## src/rtl/instr_fetch_stage.sv

```systemverilog
// RV32I instruction fetch stage: single-outstanding req/gnt/rvalid fetch, registered IF output,
// one-entry skid buffer and branch redirect. Optional FETCH_MISALIGN_CHECK_EN adds a fault state.
module instr_fetch_stage #(
  parameter logic [31:0] RESET_PC  = 32'h0000_0000,
  parameter logic [31:0] NOP_INSTR = 32'h0000_0013
) (
  input  logic        clk,
  input  logic        reset,
  output logic        imem_req,
  output logic [31:0] imem_addr,
  input  logic        imem_gnt,
  input  logic        imem_rvalid,
  input  logic [31:0] imem_rdata,
  input  logic        stall,
  input  logic        branch_taken,
  input  logic [31:0] branch_target,
  output logic        if_valid,
  output logic [31:0] if_pc,
  output logic [31:0] if_instr,
  output logic [6:0]  OPcode,
  output logic        misaligned_fault
);

  typedef enum logic [2:0] {StIdle, StReq, StWait, StHold, StFault} state_e;

  state_e      state_q;
  logic [31:0] pc_q;
  logic        kill_q;
  logic        skid_valid_q;
  logic [31:0] skid_pc_q;
  logic [31:0] skid_instr_q;
`ifdef FETCH_MISALIGN_CHECK_EN
  logic        fault_q;
`endif

  always_ff @(posedge clk) begin
    if (reset) begin
      state_q      <= StIdle;
      pc_q         <= RESET_PC;
      kill_q       <= 1'b0;
      skid_valid_q <= 1'b0;
      skid_pc_q    <= '0;
      skid_instr_q <= NOP_INSTR;
      if_valid     <= 1'b0;
      if_pc        <= '0;
      if_instr     <= NOP_INSTR;
`ifdef FETCH_MISALIGN_CHECK_EN
      fault_q      <= 1'b0;
`endif
    end else begin
      // Downstream takes the current word on any unstalled edge; later loads override this.
      if (if_valid && !stall) begin
        if_valid <= 1'b0;
        if_instr <= NOP_INSTR;
      end

      if (branch_taken && (state_q != StFault)) begin
        pc_q         <= branch_target;
        if_valid     <= 1'b0;
        if_instr     <= NOP_INSTR;
        skid_valid_q <= 1'b0;
`ifdef FETCH_MISALIGN_CHECK_EN
        if (branch_target[1:0] != 2'b00) begin
          fault_q <= 1'b1;
          kill_q  <= 1'b0;
          state_q <= StFault;
        end else
`endif
        begin
          case (state_q)
            // A request granted this edge is still in flight; its response must be dropped.
            StReq: begin
              if (imem_gnt) begin
                kill_q  <= 1'b1;
                state_q <= StWait;
              end
            end
            StWait: begin
              if (imem_rvalid) begin
                kill_q  <= 1'b0;
                state_q <= StReq;
              end else begin
                kill_q <= 1'b1;
              end
            end
            default: state_q <= StReq;
          endcase
        end
      end else begin
        case (state_q)
          StIdle: state_q <= StReq;
          StReq: begin
            if (imem_gnt) state_q <= StWait;
          end
          StWait: begin
            if (imem_rvalid) begin
              if (kill_q) begin
                kill_q  <= 1'b0;
                state_q <= stall ? StHold : StReq;
              end else if (!stall || !if_valid) begin
                if_valid <= 1'b1;
                if_pc    <= pc_q;
                if_instr <= imem_rdata;
                pc_q     <= pc_q + 32'd4;
                state_q  <= stall ? StHold : StReq;
              end else begin
                skid_valid_q <= 1'b1;
                skid_pc_q    <= pc_q;
                skid_instr_q <= imem_rdata;
                pc_q         <= pc_q + 32'd4;
                state_q      <= StHold;
              end
            end
          end
          StHold: begin
            if (!stall) begin
              if (skid_valid_q) begin
                if_valid     <= 1'b1;
                if_pc        <= skid_pc_q;
                if_instr     <= skid_instr_q;
                skid_valid_q <= 1'b0;
              end
              state_q <= StReq;
            end
          end
          default: ;
        endcase
      end
    end
  end

  assign imem_req  = (state_q == StReq);
  assign imem_addr = pc_q;
  assign OPcode    = if_instr[6:0];
`ifdef FETCH_MISALIGN_CHECK_EN
  assign misaligned_fault = fault_q;
`else
  assign misaligned_fault = 1'b0;
`endif

endmodule

```

## config.mk

```make
export PLATFORM = sky130hd
export DESIGN_NAME = instr_fetch_stage
export DESIGN_NICKNAME = d
export VERILOG_FILES = /design/src/rtl/instr_fetch_stage.sv
export SDC_FILE = /design/constraint.sdc
export NUM_CORES = 1
export LEC_CHECK = 0
export CORE_ASPECT_RATIO = 0.5
export CORE_MARGIN = 2
export CORE_UTILIZATION = 45
export DETAILED_ROUTE_END_ITERATION = 10
export GPL_ROUTABILITY_DRIVEN = 0
export PLACE_DENSITY_LB_ADDON = 0.25
export SLEW_MARGIN = 40
export SYNTH_ARGS = -nofsm -noshare
export SYNTH_HDL_FRONTEND = slang
export SYNTH_SLANG_ARGS = --single-unit
```

## constraint.sdc

```tcl
create_clock -name clk -period 2.7 [get_ports clk]
set_input_delay 0.27 -clock clk [delete_from_list [all_inputs] [get_ports clk]]
set_output_delay 0.27 -clock clk [all_outputs]
set_load 0.1 [all_outputs]
```

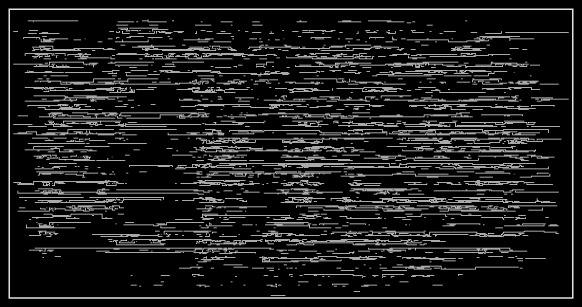
(run_1/m1.png)
The longest straight run is 53.8 um. The wires run mostly horizontal.

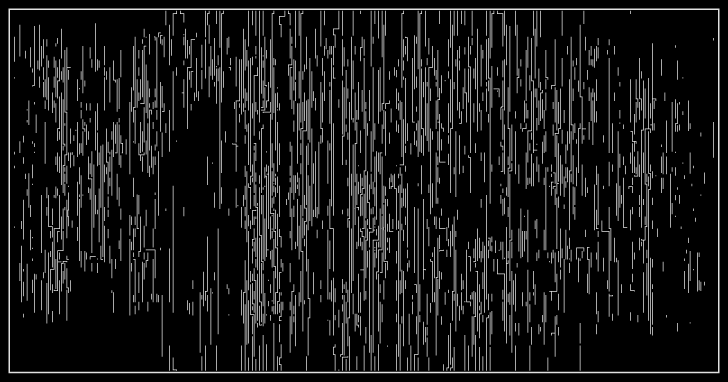
(run_1/m2.png)
The layer carries 8950 um of wire. 865 nets have wire on it.

==> job_summary.md, run 1 <==
## Implementation flow summary

| Metric | Value |
|---|---|
| Yosys cell count | `821` |
| Multiplexer share | `0.0470` |
| Max-slew violations | `0` |
| Top cells excl fill/tap | `166 x dfxtp_1, 150 x nand2_1, 127 x buf_4` |
| DR DRC count | `0` |
| Clk latency late pin | `430 ps` |
| Fin Setup TNS | `0 ps` |
| Hold_buf cts | `0` |
| Dominant combinational family | `simple AND/OR/NAND/NOR gates` |
| Root Driver | `clkbuf_16` |
| All-layer global routing usage | `0.226` |
| Number of global-route vias before repair | `6106` |
| Routed length per placed instance | `16.2 um` |
| CP Buf/Inv Count | `0` |
| CP arrival | `2770 ps` |
| Post-synthesis simple-gate area fraction | `0.205` |
| Seq share, synth | `0.473` |
| Top FF cell, synth | `dfxtp_1` |
| Synth cell count leaders | `166 x dfxtp_1, 150 x nand2_1, 91 x nor2_1` |
| CP Launch Type | `register` |
| Via Count | `6627` |
| Syn_nets | `892` |
| Dominant logic cell type in the layout | `dfxtp_1` |
| Synth warn | `0` |
| Crit path capture type | `register` |
| Worst vdd rail ir drop | `410 uV` |
| Largest Pwr Group | `registers` |
| Slowest cell on crit path | `dfxtp_1` |
| Ys async rst share | `0` |
| Largest net degree at the start of global routing | `67` |
| Internal | `3950 uW` |
| GR Overflow Total | `0` |
| Cell area after layout | `0.00921 mm2` |
| Worst EP required | `3060 ps` |
| Post-synth cell types | `58` |
| Htree depth | `4` |
| CTS tree | `done` |
| Initial antenna violation count | `0` |
| I/O pins | `176` |
| Area Overhead vs Synth | `31.0%` |
| Layout Nets | `1031` |
| Vias per cell | `5.63` |
| N_diodes | `0` |
| Status | `completed` |
| Synth Cell Area | `0.00703 mm2` |
| Cell Area, Placed | `0.00864 mm2` |
| Final period util | `0.893` |
| RSZ-0062 raised after global routing | `no` |
| Synth Area in Compound Gates | `0.192` |
| Floorplan core density | `0.458` |
| Area reported by Yosys stat | `0.00703 mm2` |
| Net Sw Frac | `0.304` |
| Endpoints failing hold | `0` |
| Drt total wl | `19100 um` |
| Achievable Freq | `415 MHz` |
| CTS buffer count | `17` |
| DP Wirelength | `12600 um` |
| Post-Synthesis Cells | `821` |
| CTS resizes | `0` |
| # setup viols final | `0` |
| DR iter-0 viols | `680` |
| Synth top area share | `0.473` |
| EDFF count, synth | `0` |
| Row cnt | `32` |
| Area leader, netlist | `dfxtp_1` |
| Post-synth regs | `166` |
| OpenROAD warning count | `26` |
| Leak | `0.00331 uW` |
| Critical path type | `register to register` |
| Reg power frac | `0.453` |
| Combinational power share | `0.136` |
| Sequential power | `2570 uW` |
| Power Density | `616 mW/mm2` |
| Delay-heaviest family, CP | `simple AND/OR/NAND/NOR gates` |
| First-pass GRT wire length | `30800 um` |
| Worst-case clock buffer depth | `2` |
| Synth Area in XOR/XNOR | `0.0274` |
| Clk pwr share | `0.411` |
| Clock skew | `16.0 ps` |
| Syn avg cell area | `8.56 um2` |
| Core area | `0.0153 mm2` |
| Top area cell types | `dfxtp_1 47%, nand2_1 8.0%, a211oi_1 5.7%, a21oi_1 5.3%, nor2_1 4.9%` |
| Min-Delay Path Class | `input pin to register` |
| Ratio of cells with drive above 1 in the final layout | `0.187` |
| P_sw | `1720 uW` |
| Adder share | `0.00178` |
| Max-cap violation count | `0` |
| Remaining antenna violation count | `0` |
| IO buf count | `174` |
| Max incr delay on CP | `550 ps` |
| DIE AREA | `0.0167 mm2` |
| Cell Chain, Critical Path | `or3b_1, nor2_4, nand4_1, or4_1, nand3_1` |
| Pre-antenna DRT Iters | `6` |
| Clock Sinks | `166` |
| Critical-path maximum fanout | `12` |
| Clk. pwr | `2330 uW` |
| Min Tclk post-route | `2410 ps` |
| Most frequent cell after synthesis | `dfxtp_1` |
| Die y size | `92.4 um` |
| Post-CTS Setup Bufs | `0` |
| Headroom to the max-slew limit | `0.497` |
| Worst Tran Pin Value | `754 ps` |
| Comb pwr | `770 uW` |
| Clock-pin slew on the worst setup and hold paths | `70 ps` |
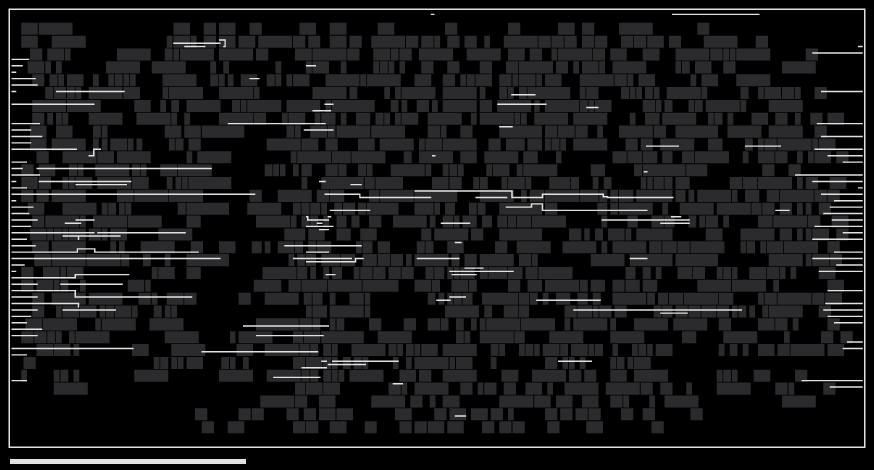
(run_1/m3.png)
Bar = 50 um.
The layer holds 6.9% of the routed length. The layer carries 1320 um of wire.

==> run 1: metal layers <==
layer / GRT usage / vias up / wire length [um]
met1: 0.289 / 3175 / 8620
li1: - / 3206 / -
met2: 0.381 / 224 / 8950
met5: 0 / - / 0
met4: 0.0652 / 0 / 230
met3: 0.0551 / 22 / 1320
==> run 1: layout make-up <==
| type | count | area, um2 |
|---|---|---|
| fillers | 1375 | 6130 |
| inverters | 9 | 33.8 |
| multi-input cells | 569 | 3360 |
| clock buffers | 17 | 425 |
| clock inverters | 15 | 139 |
| well taps | 204 | 255 |
| flip-flops and latches | 166 | 3320 |
| repair buffers | 197 | 1670 |
==> run 1: stage by stage <==
step           hold WS (ps)   util  setup WS [ps]  power, uW  cells
2_1_floorplan           379      -           26.8       3140    821
3_3_place_gp            441  0.564            389       3390   1145
3_5_place_dp            446  0.564            330       3400   1145
4_1_cts                 162  0.600            337       5710   1177
5_1_grt                 180  0.600            175       5870   1177
6_report                172  0.600            289       5670   1177
==> run 1: final timing paths <==
path                start               end  slack, ps  cells past startpoint
max            state_q[1]     imem_addr[28]        290                      5
min reg2reg  skid_pc_q[4]      skid_pc_q[4]        450                      2
max reg2reg    state_q[1]     imem_addr[28]        290                      5
min                 reset  skid_instr_q[21]        170                      2
==> run 1: cells by family (layout without fill, tap and decap cells) <==
group / Yosys count / after routing
compound gates: 195 / 195
xor+xnor: 22 / 22
fa+ha+maj: 1 / 1
buf+inv: 86 / 238
flops: 166 / 166
mux: 33 / 33
other cells: 1 / 1
simple gates: 317 / 317
==> run 1: flip-flops by register name, indices dropped and copies added, names as in the netlist <==
signal	count
if_pc	32
skid_pc_q	32
if_instr	32
skid_instr_q	32
kill_q	1
state_q	3
if_valid	1
skid_valid_q	1
imem_addr	32
==> run_1/m4.png <==
Bar = 50 um.
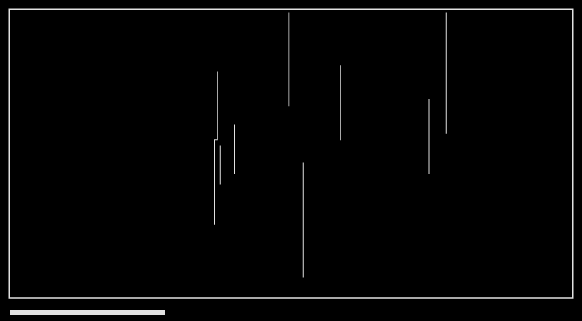

--- run 2 (diff from run 1) ---
Settings changed: PLACE_DENSITY_LB_ADDON 0.25 to 0.12.
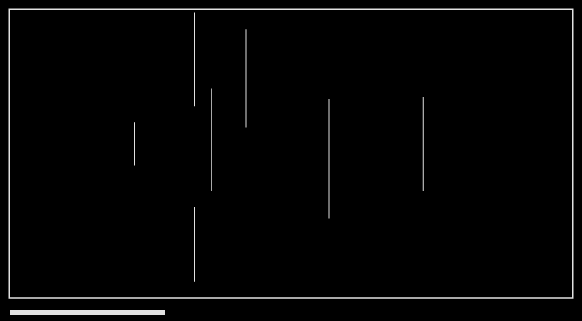
(run_2/m4.png)
Bar = 50 um.
The layer holds 1.0% of the routed length. 4 nets have wire on it.

==> job_summary.md, run 2 <==
## Implementation flow summary

| Metric | Value |
|---|---|
| Multiplexer share | `0.0470` |
| Synth Area in Compound Gates | `0.192` |
| Power Density | `620 mW/mm2` |
| Pre-antenna DRT Iters | `6` |
| Min Tclk post-route | `2440 ps` |
| Area reported by Yosys stat | `0.00703 mm2` |
| Leak | `0.00330 uW` |
| Vias per cell | `5.52` |
| Most frequent cell after synthesis | `dfxtp_1` |
| Ratio of cells with drive above 1 in the final layout | `0.182` |
| Critical-path maximum fanout | `12` |
| Final worst slack | `259 ps` |
| Worst vdd rail ir drop | `348 uV` |
| Floorplan core density | `0.458` |
| Worst EP required | `3060 ps` |
| Headroom to the max-slew limit | `0.601` |
| Min-Delay Path Class | `input pin to register` |
| Hold Path Depth | `2` |
| Slowest cell on crit path | `dfxtp_1` |
| IO buf count | `174` |
| Synth Area in XOR/XNOR | `0.0274` |
| Cell area after layout | `0.00920 mm2` |
| WHS Endpoint | `state_q[0]` |
| # setup viols final | `0` |
| Worst Tran Pin Value | `598 ps` |
| Final period util | `0.904` |
| Top cells excl fill/tap | `166 x dfxtp_1, 150 x nand2_1, 124 x buf_4` |
| EDFF count, synth | `0` |
| Synth Cell Area | `0.00703 mm2` |
| Fin Setup TNS | `0 ps` |
| CTS resizes | `0` |
| CTS tree | `done` |
| Synth warn | `0` |
| Final Core Density | `0.600` |
| Post-Synthesis Cells | `821` |
| Hold wc startpoint | `reset` |
| Syn avg cell area | `8.56 um2` |
| Row cnt | `32` |
| Ys async rst share | `0` |
| Achievable Freq | `410 MHz` |
| Clk latency late pin | `420 ps` |
| Die y size | `92.4 um` |
| Post-synth cell types | `58` |
| All-layer global routing usage | `0.227` |
| Remaining antenna violation count | `0` |
| Number of global-route vias before repair | `6097` |
| Cell Area, Placed | `0.00862 mm2` |
| Reg2Reg Depth | `5` |
| I/O pins | `176` |
| Max-slew violations | `0` |
| Worst r2r src | `state_q[1]` |
| Seq share, synth | `0.473` |
| CTS buffer count | `17` |
| Critical path type | `register to register` |
| Max-cap violation count | `0` |
| Initial antenna violation count | `0` |
| GR Overflow Total | `0` |
| Clock-pin slew on the worst setup and hold paths | `60 ps` |
| Dominant logic cell type in the layout | `dfxtp_1` |
| Crit path capture type | `register` |
| DR iter-0 viols | `529` |
| Clock Sinks | `166` |
| Layout fillers | `1349` |
| Endpoints failing hold | `0` |
| CP Launch Type | `register` |
| Die W | `181 um` |
| Delay-heaviest family, CP | `simple AND/OR/NAND/NOR gates` |
| Largest net degree at the start of global routing | `65` |
| Post-synthesis simple-gate area fraction | `0.205` |
| Layout Nets | `1028` |
| Top FF cell, synth | `dfxtp_1` |
| Dpl ws | `331 ps` |
| DR DRC count | `0` |
| Worst-case clock buffer depth | `2` |
| OpenROAD warning count | `26` |
| R2r setup slk | `260 ps` |
| CP Buf/Inv Count | `0` |
| Core area | `0.0153 mm2` |
| Synth top area share | `0.473` |
| Worst reg2reg path endpoint | `imem_addr[28]` |
| Area Overhead vs Synth | `30.8%` |
| Area leader, netlist | `dfxtp_1` |
| Yosys cell count | `821` |
| Root Driver | `clkbuf_16` |
| Status | `completed` |
| Top area cell types | `dfxtp_1 47%, nand2_1 8.0%, a211oi_1 5.7%, a21oi_1 5.3%, nor2_1 4.9%` |
| Post-CTS Setup Bufs | `0` |
| Clock skew | `11.3 ps` |
| DP Wirelength | `12300 um` |
| Syn_nets | `892` |
| First-pass GRT wire length | `30800 um` |
| DIE AREA | `0.0167 mm2` |
| Post-synth regs | `166` |
| Dominant combinational family | `simple AND/OR/NAND/NOR gates` |
| RSZ-0062 raised after global routing | `no` |
| CP arrival | `2800 ps` |
| N_diodes | `0` |
| Htree depth | `4` |
| Via Count | `6480` |
| Drt total wl | `19100 um` |
| Synth cell count leaders | `166 x dfxtp_1, 150 x nand2_1, 91 x nor2_1` |
| Adder share | `0.00178` |
| Routed length per placed instance | `16.3 um` |
| Cell Chain, Critical Path | `or3b_1, nor2_4, nand4_1, or4_1, nand3_1` |
| Hold_buf cts | `0` |
| Max incr delay on CP | `560 ps` |
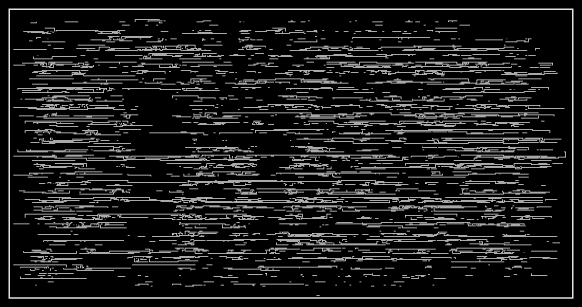
(run_2/m1.png)
905 nets have wire on it. The layer carries 8750 um of wire. The wires run mostly horizontal.

==> run 2: worst max-delay path by stage <==
stage                     cells past startpoint       endpoint  slack [ps]    startpoint
final                                         5  imem_addr[28]         260    state_q[1]
after detailed placement                      5  imem_addr[28]         330    state_q[1]
after global placement                        5  imem_addr[28]         320    state_q[1]
after floorplan                               6  imem_addr[31]          30  imem_addr[6]
after CTS                                     5  imem_addr[28]         300    state_q[1]
after global routing                          5  imem_addr[28]         120    state_q[1]
==> run 2: metrics by stage <==
| stage | cells | total power (uW) | hold WS [ps] |
|---|---|---|---|
| 2_1_floorplan | 821 | 3140 | 379 |
| 3_3_place_gp | 1142 | 3390 | 441 |
| 3_5_place_dp | 1142 | 3390 | 446 |
| 4_1_cts | 1174 | 5740 | 264 |
| 5_1_grt | 1174 | 5890 | 278 |
| 6_report | 1174 | 5700 | 256 |
==> run 2: metal layers <==
layer / vias to the layer above / global-route usage / share of wire
met3: 19 / 0.0507 / 0.068
met5: - / 0 / 0
li1: 3197 / - / -
met2: 214 / 0.382 / 0.46
met1: 3050 / 0.294 / 0.46
met4: 0 / 0.0638 / 0.010
==> run 2: logic make-up after synthesis <==
family | after synthesis
fa+ha+maj | 1
compound gates | 195
buf+inv | 86
simple gates | 317
xor+xnor | 22
mux | 33
flops | 166
other cells | 1
==> run 2: cell type report <==
type,instances,area [um2],share of cell area
Tap cell,204,255,0.0278
Inverter,9,33.8,0.00367
Clock inverter,12,119,0.0129
Timing Repair Buffer,194,1650,0.180
Multi-Input combinational cell,569,3360,0.365
Sequential cell,166,3320,0.361
Clock buffer,20,457,0.0497
==> run 2: report_power, final <==
group	switching (uW)	total (uW)	internal, uW
sequential	83.9	2580	2490
combinational	525	758	233
clock	1030	2370	1330
==> run_2/m2.png <==
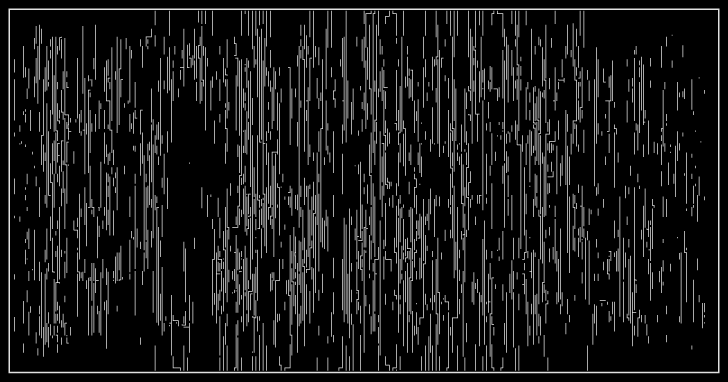

--- run 3 (diff from run 2) ---
Settings changed: CELL_PAD_IN_SITES_DETAIL_PLACEMENT set to 0, CELL_PAD_IN_SITES_GLOBAL_PLACEMENT set to 1, CORE_UTILIZATION 45 to 36.
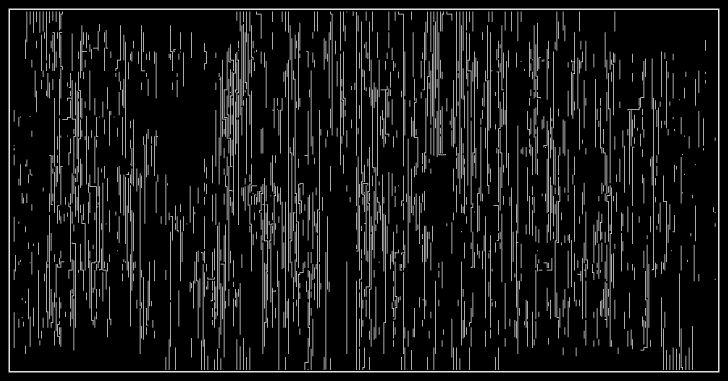
(run_3/m2.png)
838 nets have wire on it. The layer holds 46% of the routed length. The wires run mostly vertical. The longest straight run is 60.2 um. The layer carries 9590 um of wire.

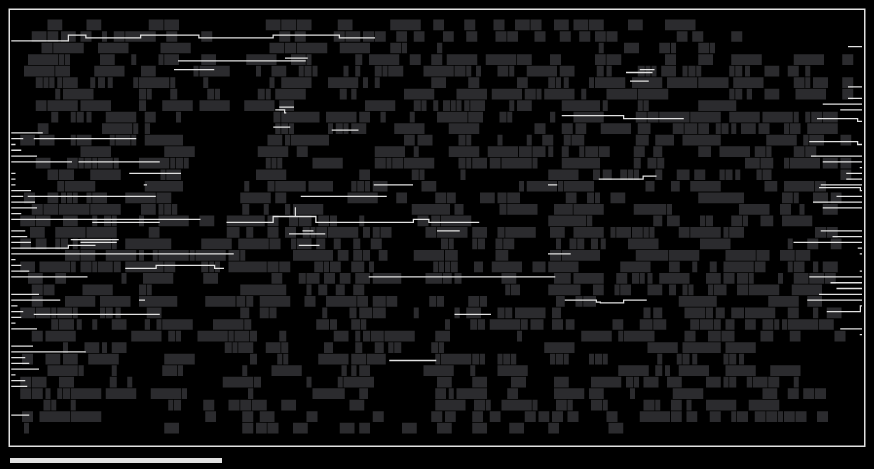
(run_3/m3.png)
Bar = 50 um.
The layer holds 5.2% of the routed length. 95 nets have wire on it. The wires run mostly horizontal. The layer carries 1080 um of wire. The longest straight run is 52.2 um.

==> job_summary.md, run 3 <==
## Implementation flow summary

| Metric | Value |
|---|---|
| Min Tclk post-route | `2330 ps` |
| Worst Tran Pin Value | `626 ps` |
| Ys async rst share | `0` |
| Post-synth regs | `166` |
| Clk latency late pin | `420 ps` |
| Synth cell count leaders | `166 x dfxtp_1, 150 x nand2_1, 91 x nor2_1` |
| WL met2 | `9590 um` |
| CP Launch Type | `register` |
| Area Overhead vs Synth | `33.1%` |
| Number of global-route vias before repair | `6089` |
| DIE AREA | `0.0207 mm2` |
| Dpl ws | `334 ps` |
| Clock-pin slew on the worst setup and hold paths | `70 ps` |
| Worst-case clock buffer depth | `2` |
| Most frequent cell after synthesis | `dfxtp_1` |
| Post-Synthesis Cells | `821` |
| Critical path type | `register to register` |
| IO buf count | `174` |
| CTS buffer count | `17` |
| Pre-antenna DRT Iters | `6` |
| Area reported by Yosys stat | `0.00703 mm2` |
| WHS | `251 ps` |
| Synth warn | `0` |
| CTS tree | `done` |
| DR DRC count | `0` |
| Syn avg cell area | `8.56 um2` |
| Max-cap violation count | `0` |
| Dominant logic cell type in the layout | `dfxtp_1` |
| Vias per cell | `5.19` |
| CP arrival | `2690 ps` |
| Cell Chain, Critical Path | `or3b_1, buf_4, nor2_4, nand4_1, or4_1, nand3_1` |
| Core area | `0.0193 mm2` |
| Worst EP required | `3060 ps` |
| Achievable Freq | `429 MHz` |
| Yosys cell count | `821` |
| Post-synth cell types | `58` |
| Row cnt | `36` |
| Drt total wl | `21000 um` |
| OpenROAD warning count | `26` |
| EDFF count, synth | `0` |
| DR iter-0 viols | `390` |
| I/O pins | `176` |
| Pwr Total | `5790 uW` |
| Fin Setup TNS | `0 ps` |
| Synth Cell Area | `0.00703 mm2` |
| Critical-path maximum fanout | `12` |
| Die W | `202 um` |
| Htree depth | `4` |
| Routed length per placed instance | `16.9 um` |
| Max Used Layer | `met4` |
| GR Overflow Total | `0` |
| Top cells excl fill/tap | `166 x dfxtp_1, 150 x nand2_1, 134 x buf_4` |
| Seq share, synth | `0.473` |
| Met3 WL | `1080 um` |
| Power Density | `619 mW/mm2` |
| Largest net degree at the start of global routing | `52` |
| Headroom to the max-slew limit | `0.583` |
| Max incr delay on CP | `540 ps` |
| Syn_nets | `892` |
| Leak | `0.00335 uW` |
| Ratio of cells with drive above 1 in the final layout | `0.189` |
| Crit path capture type | `register` |
| RSZ-0062 raised after global routing | `no` |
| CTS resizes | `0` |
| Hold_buf cts | `0` |
| Max-slew violations | `0` |
| Die y size | `103 um` |
| Clock skew | `13.0 ps` |
| Worst vdd rail ir drop | `448 uV` |
| Final period util | `0.862` |
| DP Wirelength | `13900 um` |
| Status | `completed` |
| Clock Sinks | `166` |
| Remaining antenna violation count | `0` |
| N_diodes | `0` |
| Min-Delay Path Class | `input pin to register` |
| # setup viols final | `0` |
| Initial antenna violation count | `0` |
| First-pass GRT wire length | `33100 um` |
| Area leader, netlist | `dfxtp_1` |
| Endpoints failing hold | `0` |
| Final worst slack | `372 ps` |
| Top FF cell, synth | `dfxtp_1` |
| Root Driver | `clkbuf_16` |
| Via Count | `6451` |
| Floorplan core density | `0.365` |
| Synth top area share | `0.473` |
| Post-CTS Setup Bufs | `0` |
| Top area cell types | `dfxtp_1 47%, nand2_1 8.0%, a211oi_1 5.7%, a21oi_1 5.3%, nor2_1 4.9%` |
| Layout Nets | `1038` |
| Slowest cell on crit path | `dfxtp_1` |
| All-layer global routing usage | `0.203` |
| M1 wire length | `10200 um` |
## run 3: worst paths after layout
| path | slack (ps) | endpoint | cells past startpoint | from |
|---|---|---|---|---|
| setup / recovery | 370 | imem_addr[28] | 6 | state_q[1] |
| hold / removal | 250 | state_q[0] | 2 | reset |
| setup reg to reg | 370 | imem_addr[28] | 6 | state_q[1] |
| hold reg to reg | 450 | skid_pc_q[27] | 2 | skid_pc_q[27] |
## run 3: logic make-up after synthesis
kind of cell / synth area share
compound gates: 0.192
other cells: 0.000533
xor+xnor: 0.0274
simple gates: 0.205
buf+inv: 0.0539
fa+ha+maj: 0.00178
flops: 0.473
mux: 0.0470
## run 3: power breakdown
group          internal (uW)  switching, uW
registers               2500           81.7
clock network           1460            980
logic                    241            537
## run 3: layer usage
metal | global-route usage | vias to the layer above
met4 | 0.0498 | 0
met2 | 0.325 | 146
met1 | 0.277 | 3093
met5 | 0 | -
li1 | - | 3203
met3 | 0.0509 | 9
## run 3: worst max-delay path, delay by kind of cell (launching register included)
kind          cells  cell delay [ps]
flops             1              540
buf+inv           1              180
simple gates      5             1540
## run 3: layout make-up
cell class                      instances  area (um2)
Fill cell                            1922        9920
Multi-Input combinational cell        569        3370
Sequential cell                       166        3320
Timing Repair Buffer                  204        1730
Clock buffer                           19         443
Tap cell                              266         333
Clock inverter                          9         131
Inverter                                9        33.8
## run 3: stage by stage
step,area (um2),util,instances
2_1_floorplan,7040,-,821
3_3_place_gp,8770,0.455,1214
3_5_place_dp,8780,0.456,1214
4_1_cts,9360,0.485,1242
5_1_grt,9360,0.485,1242
6_report,9360,0.485,1242
Power figures rest on the tool's default switching activity, not on a simulated workload.
